==> run_1/gates.png <==
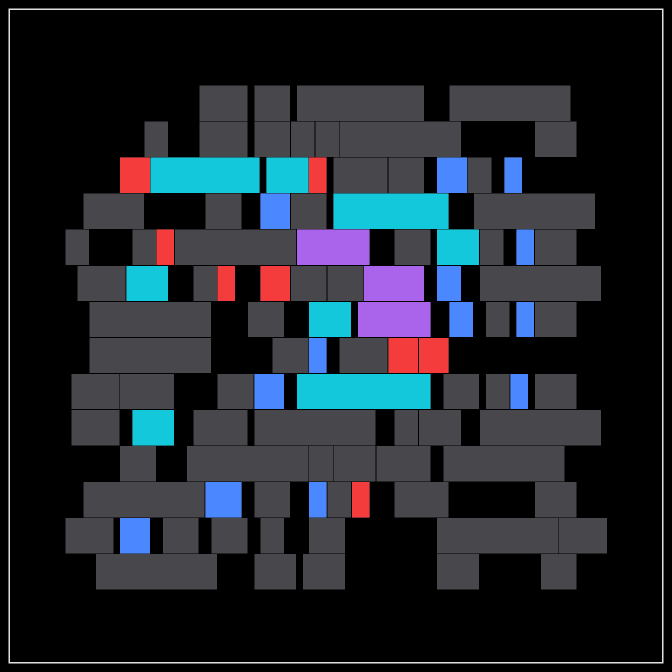
==> run_1/ff_map.png <==
The bar under the picture is 10 um long. Other sequential cells in the stronger grey, the rest of the logic in the fainter grey.
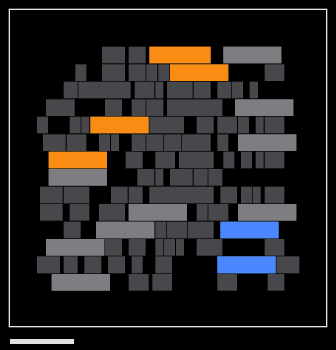
==> run_1/congestion_map.png <==
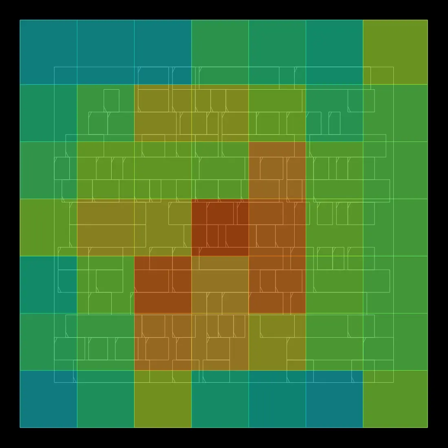
==> run_1/clock_wires.png <==
The bar under the picture is 10 um long.
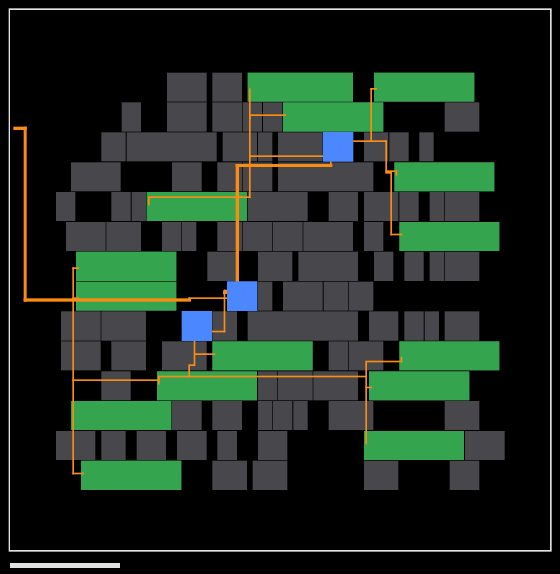
[config.mk]
export PLATFORM = sky130hd
export DESIGN_NAME = gray_codec_pipe
export DESIGN_NICKNAME = d
export VERILOG_FILES = /design/src/rtl/gray_codec_pipe.sv
export SDC_FILE = /design/constraint.sdc
export NUM_CORES = 1
export LEC_CHECK = 0
export CAP_MARGIN = 10
export CORE_MARGIN = 4
export CORE_UTILIZATION = 45
export CTS_BUF_LIST = sky130_fd_sc_hd__clkbuf_4 sky130_fd_sc_hd__clkbuf_8
export CTS_CLUSTER_DIAMETER = 80
export CTS_CLUSTER_SIZE = 40
export DETAILED_ROUTE_END_ITERATION = 12
export PLACE_DENSITY_LB_ADDON = 0.1
export SLEW_MARGIN = 20
export SYNTH_ARGS = -nofsm -noshare
export SYNTH_HDL_FRONTEND = slang
export SYNTH_SLANG_ARGS = --single-unit
[constraint.sdc]
create_clock -name clk -period 1.55 [get_ports clk]
set_clock_uncertainty 0.2 [all_clocks]
set_input_delay 0.31 -clock clk [delete_from_list [all_inputs] [get_ports clk]]
set_output_delay 0.31 -clock clk [all_outputs]
set_load 0.01 [all_outputs]
[src/rtl/gray_codec_pipe.sv]
// Two-stage valid/ready Gray-code engine: encode, decode, wrapping Gray increment, pass-through.
// S1 normalises the operand to binary where needed; S2 forms the result and holds it under backpressure.
module gray_codec_pipe #(
  parameter int WIDTH = 4
) (
  input  logic             clk,
  input  logic             rst_n,
  input  logic             in_valid,
  output logic             in_ready,
  input  logic [1:0]       in_op,
  input  logic [WIDTH-1:0] in_data,
  output logic             out_valid,
  input  logic             out_ready,
  output logic [WIDTH-1:0] out_data,
  output logic [1:0]       out_op,
  output logic             out_wrap
);

  localparam logic [1:0] OP_ENC  = 2'b00;
  localparam logic [1:0] OP_DEC  = 2'b01;
  localparam logic [1:0] OP_INC  = 2'b10;
  localparam logic [1:0] OP_PASS = 2'b11;

  localparam logic [WIDTH-1:0] ONE = {{(WIDTH-1){1'b0}}, 1'b1};

  function automatic logic [WIDTH-1:0] gray_encode(input logic [WIDTH-1:0] b);
    return b ^ (b >> 1);
  endfunction

  function automatic logic [WIDTH-1:0] gray_decode(input logic [WIDTH-1:0] g);
    logic [WIDTH-1:0] b;
    b[WIDTH-1] = g[WIDTH-1];
    for (int i = WIDTH - 2; i >= 0; i--) begin
      b[i] = b[i+1] ^ g[i];
    end
    return b;
  endfunction

  logic             vld_p1;
  logic [1:0]       op_p1;
  logic [WIDTH-1:0] v_p1;

  logic             s1_adv;
  logic             s2_adv;
  logic [WIDTH-1:0] v_in_p0;
  logic [WIDTH-1:0] inc_p1;
  logic [WIDTH-1:0] res_p1;
  logic             wrap_p1;

  assign s2_adv   = !out_valid || out_ready;
  assign s1_adv   = !vld_p1 || s2_adv;
  assign in_ready = s1_adv;

  // Stage 0 -> S1: decode Gray operands so S2 only ever works in binary
  always_comb begin
    v_in_p0 = in_data;
    if (in_op == OP_DEC || in_op == OP_INC) begin
      v_in_p0 = gray_decode(in_data);
    end
  end

  always_ff @(posedge clk or negedge rst_n) begin
    if (!rst_n) begin
      vld_p1 <= 1'b0;
      op_p1  <= OP_ENC;
      v_p1   <= '0;
    end else if (s1_adv) begin
      vld_p1 <= in_valid;
      op_p1  <= in_op;
      v_p1   <= v_in_p0;
    end
  end

  // S1 -> S2: form the result; increment carry-out is dropped, wrap flags all-ones input
  assign inc_p1 = v_p1 + ONE;

  always_comb begin
    res_p1  = v_p1;
    wrap_p1 = 1'b0;
    case (op_p1)
      OP_ENC:  res_p1 = gray_encode(v_p1);
      OP_DEC:  res_p1 = v_p1;
      OP_INC: begin
        res_p1  = gray_encode(inc_p1);
        wrap_p1 = &v_p1;
      end
      OP_PASS: res_p1 = v_p1;
      default: res_p1 = v_p1;
    endcase
  end

  always_ff @(posedge clk or negedge rst_n) begin
    if (!rst_n) begin
      out_valid <= 1'b0;
      out_data  <= '0;
      out_op    <= OP_ENC;
      out_wrap  <= 1'b0;
    end else if (s2_adv) begin
      out_valid <= vld_p1;
      if (vld_p1) begin
        out_data <= res_p1;
        out_op   <= op_p1;
        out_wrap <= wrap_p1;
      end
    end
  end

endmodule
==> changes_impl.md, run 1 <==
### Metrics

* Result of the run: complete, but fails checks
* Violations in the final reports: negative setup slack
* Post-Syn Area at 763 sq um
* Flop share of the area at 34.1%
* Top layer reached by signal wires: met4
* Overall power after layout at 1210 uW
* Final hold slack at 0.128 ns
* Clk_buf instances at 3
* Most common library cell in the layout ignoring fill and taps: sky130_fd_sc_hd__buf_4
* Clock network area share at 2.49%
* Floorplan Utilization at 49.0%
* Number of antenna violations at the first check in global routing at 0
* Critical path cell sequence: buf_4 > ha_2 > nand2_2 > xor3_1 > nand2_1 > a21oi_1
* Synthesized chip area reported by yosys at 763 sq um
* Number of distinct library cells after synthesis at 20
* Synthesis-stage register bit count at 15
* Leakage power at 0.000514 uW
* Shortest period the worst path allows at 1.55 ns
* Count of fill cells added during filler insertion at 129
* Worst stage delay on the critical path at 0.40 ns
* Net Switching at 377 uW
* Design internal power at 831 uW
* Most crowded layer after global routing: met2
* Number of DRC markers after the initial detailed-route iteration at 6
* DRC errors left at 0
* Setup total negative slack at -0.00271 ns
* Largest cell class by area: multi-input combinational cells
* Level count of the clock H-tree at 1
* Dominant combinational cell family by area after synthesis: simple AND/OR/NAND/NOR gates
* Footprint of the multi-input gates at 404 sq um
* Area of the die at 0.00242 sq mm
* Vert. Die Dim at 49.2 um
* Slew at the pin with the worst max-slew slack at 0.326 ns
* TritonCTS clock tree: done
* Top contributor to total power: registers
* Compound-Gate Fraction of Synth Area at 10.8%
* Hold violation count in the final report at 0
* Top delay family on crit path: flip-flops
* Number of gates on the worst path with buffers counted at 6
* Power density over the cells at 1090 mW/mm^2
* Final setup violation count at 1
* CP endpoint kind: register
* Most numerous cell in the Yosys netlist: sky130_fd_sc_hd__dfrtp_1
* Synth Instances at 68
* Multi-input combinational gate total at 51
* Worst hold path class: input port to async pin
* Io pins at 19
* Post-layout nets at 117
* Relative area change from synthesis to final layout at 44.6%
* Hpwl dp at 1150 um
* Worst setup path end: out_data[2]
* Top Registers: out_data x4, v_p1 x4
* Max frequency at 644 MHz
* Peak supply drop at 661 uV
* Final Worst Setup Slack at -0.00271 ns
* Wire length on met3 at 90 um
* Number of enable flip-flop cells at 0
* Insertion delay at the late pin of the worst-skew pair at 0.29 ns
* Top FF cell, synth: sky130_fd_sc_hd__dfrtp_1
* Routed via count divided by cell count at 5.34
* Worst reg2reg endpoint: out_data[2]
About gates.png:
| family | colour | cells |
|---|---|---|
| nor cells | red | 8 |
| xor and xnor cells | cyan | 8 |
| fa/ha/maj cells | purple | 3 |
| nand cells | blue | 13 |

About ff_map.png:
| netlist name | colour | sequential cells |
|---|---|---|
| `v_p1` | orange | 4 |
| `out_op` | blue | 2 |
not coloured: 9

About congestion_map.png:
met3 track utilization from global routing: 3.67%
met1 track demand over resource in global routing: 15.0%
met2 layer usage reported by global route: 23.0%
routed len/inst: 13.1 um
Final Core Density: 70.8%

About clock_wires.png:
[clock wires] orange | length: 185 um
[flip-flops] green | count: 15
[clock-net drivers] blue | count: 3
routed clock nets: 4

==> run 2, diff against run 1 <==
- MAX_ROUTING_LAYER: not set -> met4
==> changes_impl.md, run 2 <==
### Metrics

* Well-tap cell count at 16
* Worst reg2reg endpoint: out_data[2]
* Met3 track utilization from global routing at 3.67% (unchanged)
* Number of antenna violations at the first check in global routing at 0 (unchanged)
* Net Switching at 377 uW (about the same)
* Most common library cell in the layout ignoring fill and taps: sky130_fd_sc_hd__buf_4
* Result of the run: complete, but fails checks
* FF-to-FF path depth at 6
* Largest cell class by area: multi-input combinational cells
* Most numerous cell in the Yosys netlist: sky130_fd_sc_hd__dfrtp_1
* Compound-Gate Fraction of Synth Area at 10.8% (unchanged)
* Count of fill cells added during filler insertion at 129 (unchanged)
* Vert. Die Dim at 49.2 um (unchanged)
* Number of CTS-inserted buffers at 3
* Post-layout nets at 117 (unchanged)
* Top FF cell, synth: sky130_fd_sc_hd__dfrtp_1
* Yosys Instances at 68
* Number of distinct library cells after synthesis at 20 (unchanged)
* Power Clock at 226 uW
* Most crowded layer after global routing: met2
* Synthesized chip area reported by yosys at 763 sq um (unchanged)
* Routed via count divided by cell count at 5.34 (unchanged)
* Clock network area share at 2.49% (unchanged)
* Dominant combinational cell family by area after synthesis: simple AND/OR/NAND/NOR gates
* Top contributor to total power: registers
* Critical path cell sequence: buf_4 > ha_2 > nand2_2 > xor3_1 > nand2_1 > a21oi_1
* Max frequency at 644 MHz (about the same)
* Total congestion overflow at 0
* Number of gates on the worst path with buffers counted at 6 (unchanged)
* Flop share of the area at 34.1% (unchanged)
* CP endpoint kind: register
* Rows at 14
* TritonCTS clock tree: done
* Area after detailed placement at 0.00104 sq mm
* Final setup violation count at 1 (unchanged)
* Final hold slack at 0.128 ns (+0.0000630 ns)
* Final Core Density at 70.8% (unchanged)
* Overall power after layout at 1210 uW (about the same)
* Count of placed standard cells including taps at 111
* Insertion delay at the late pin of the worst-skew pair at 0.29 ns (about the same)
* Synth Instances at 68 (unchanged)
* First element of the critical path: v_p1[1]
* Power density over the cells at 1090 mW/mm^2 (about the same)
* Synthesis-stage register bit count at 15 (unchanged)
* Met2 layer usage reported by global route at 23.0% (unchanged)
* Violations in the final reports: negative setup slack
* Area of the die at 0.00242 sq mm (unchanged)
* Maximum buffer depth of the clock tree at 2
* Leakage power at 0.000514 uW (unchanged)
* Number of enable flip-flop cells at 0 (unchanged)
* Io pins at 19 (unchanged)
* Floorplan Utilization at 49.0% (unchanged)
* Top layer reached by signal wires: met4
* Clk Tree Root Cell: sky130_fd_sc_hd__clkbuf_4
* Level count of the clock H-tree at 1 (unchanged)
* Setup Slack @ Placement at -0.448 ns
* Clk_buf instances at 3 (unchanged)
* Register area share after synthesis at 49.2%
* Met1 track demand over resource in global routing at 15.0% (unchanged)
* Wire length on met3 at 90 um (unchanged)
* Most numerous cell types in the synthesized netlist: sky130_fd_sc_hd__dfrtp_1 (15), sky130_fd_sc_hd__a21oi_1 (7), sky130_fd_sc_hd__nand2_1 (7)
* Worst setup path end: out_data[2]
* Post-Syn Area at 763 sq um (unchanged)
* Setup total negative slack at -0.00270 ns (+0.0000109 ns)
* Multi-input combinational gate total at 51 (unchanged)
* Slew at the pin with the worst max-slew slack at 0.326 ns (unchanged)
* Peak supply drop at 661 uV (about the same)
* Top delay family on crit path: flip-flops
* Number of DRC markers after the initial detailed-route iteration at 6 (unchanged)
* Shortest period the worst path allows at 1.55 ns (-0.0000109 ns)
* Top Registers: out_data x4, v_p1 x4
* Worst hold path class: input port to async pin
* Routed len/inst at 13.1 um (unchanged)
* Hold violation count in the final report at 0 (unchanged)
* Relative area change from synthesis to final layout at 44.6% (unchanged)
* Non-clock inverter count at 0
* Footprint of the multi-input gates at 404 sq um (unchanged)
* Setup fix buffers added after clock tree synthesis at 4
* Hpwl dp at 1150 um (unchanged)
* Critical path's slowest cell: sky130_fd_sc_hd__dfrtp_1
* DRC errors left at 0 (unchanged)
* Final Worst Setup Slack at -0.00270 ns (+0.0000109 ns)
* Worst stage delay on the critical path at 0.40 ns (about the same)
* Design internal power at 831 uW (unchanged)
==> run_2/clock_wires.png <==
The bar under the picture is 10 um long.
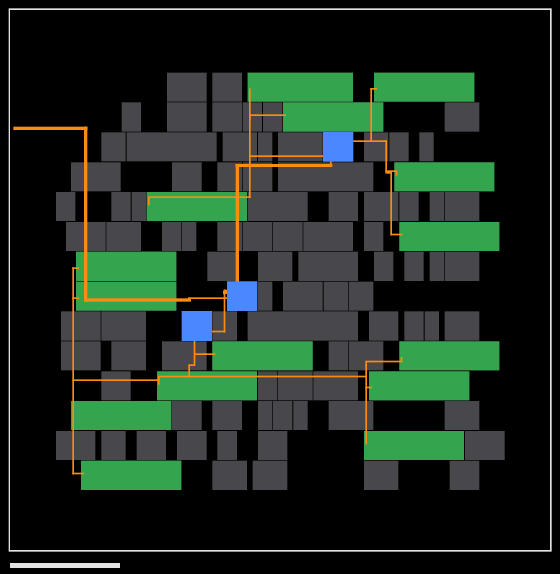
[clock wires] orange | length: 185 um
[flip-flops] green | count: 15
[clock-net drivers] blue | count: 3
routed clock nets: 4

==> run_2/class_map.png <==
The bar under the picture is 10 um long.
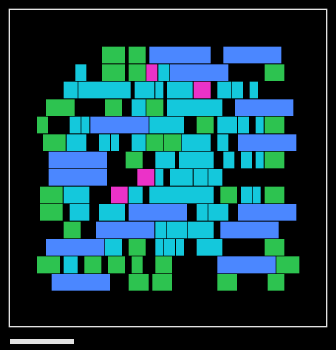
| class | colour | cells |
|---|---|---|
| remaining buffers and delay cells | green | 33 |
| remaining logic cells | cyan | 51 |
| clock drivers and dummy loads | magenta | 4 |
| registers | blue | 15 |

Power figures rest on the tool's default switching activity, not on a simulated workload.
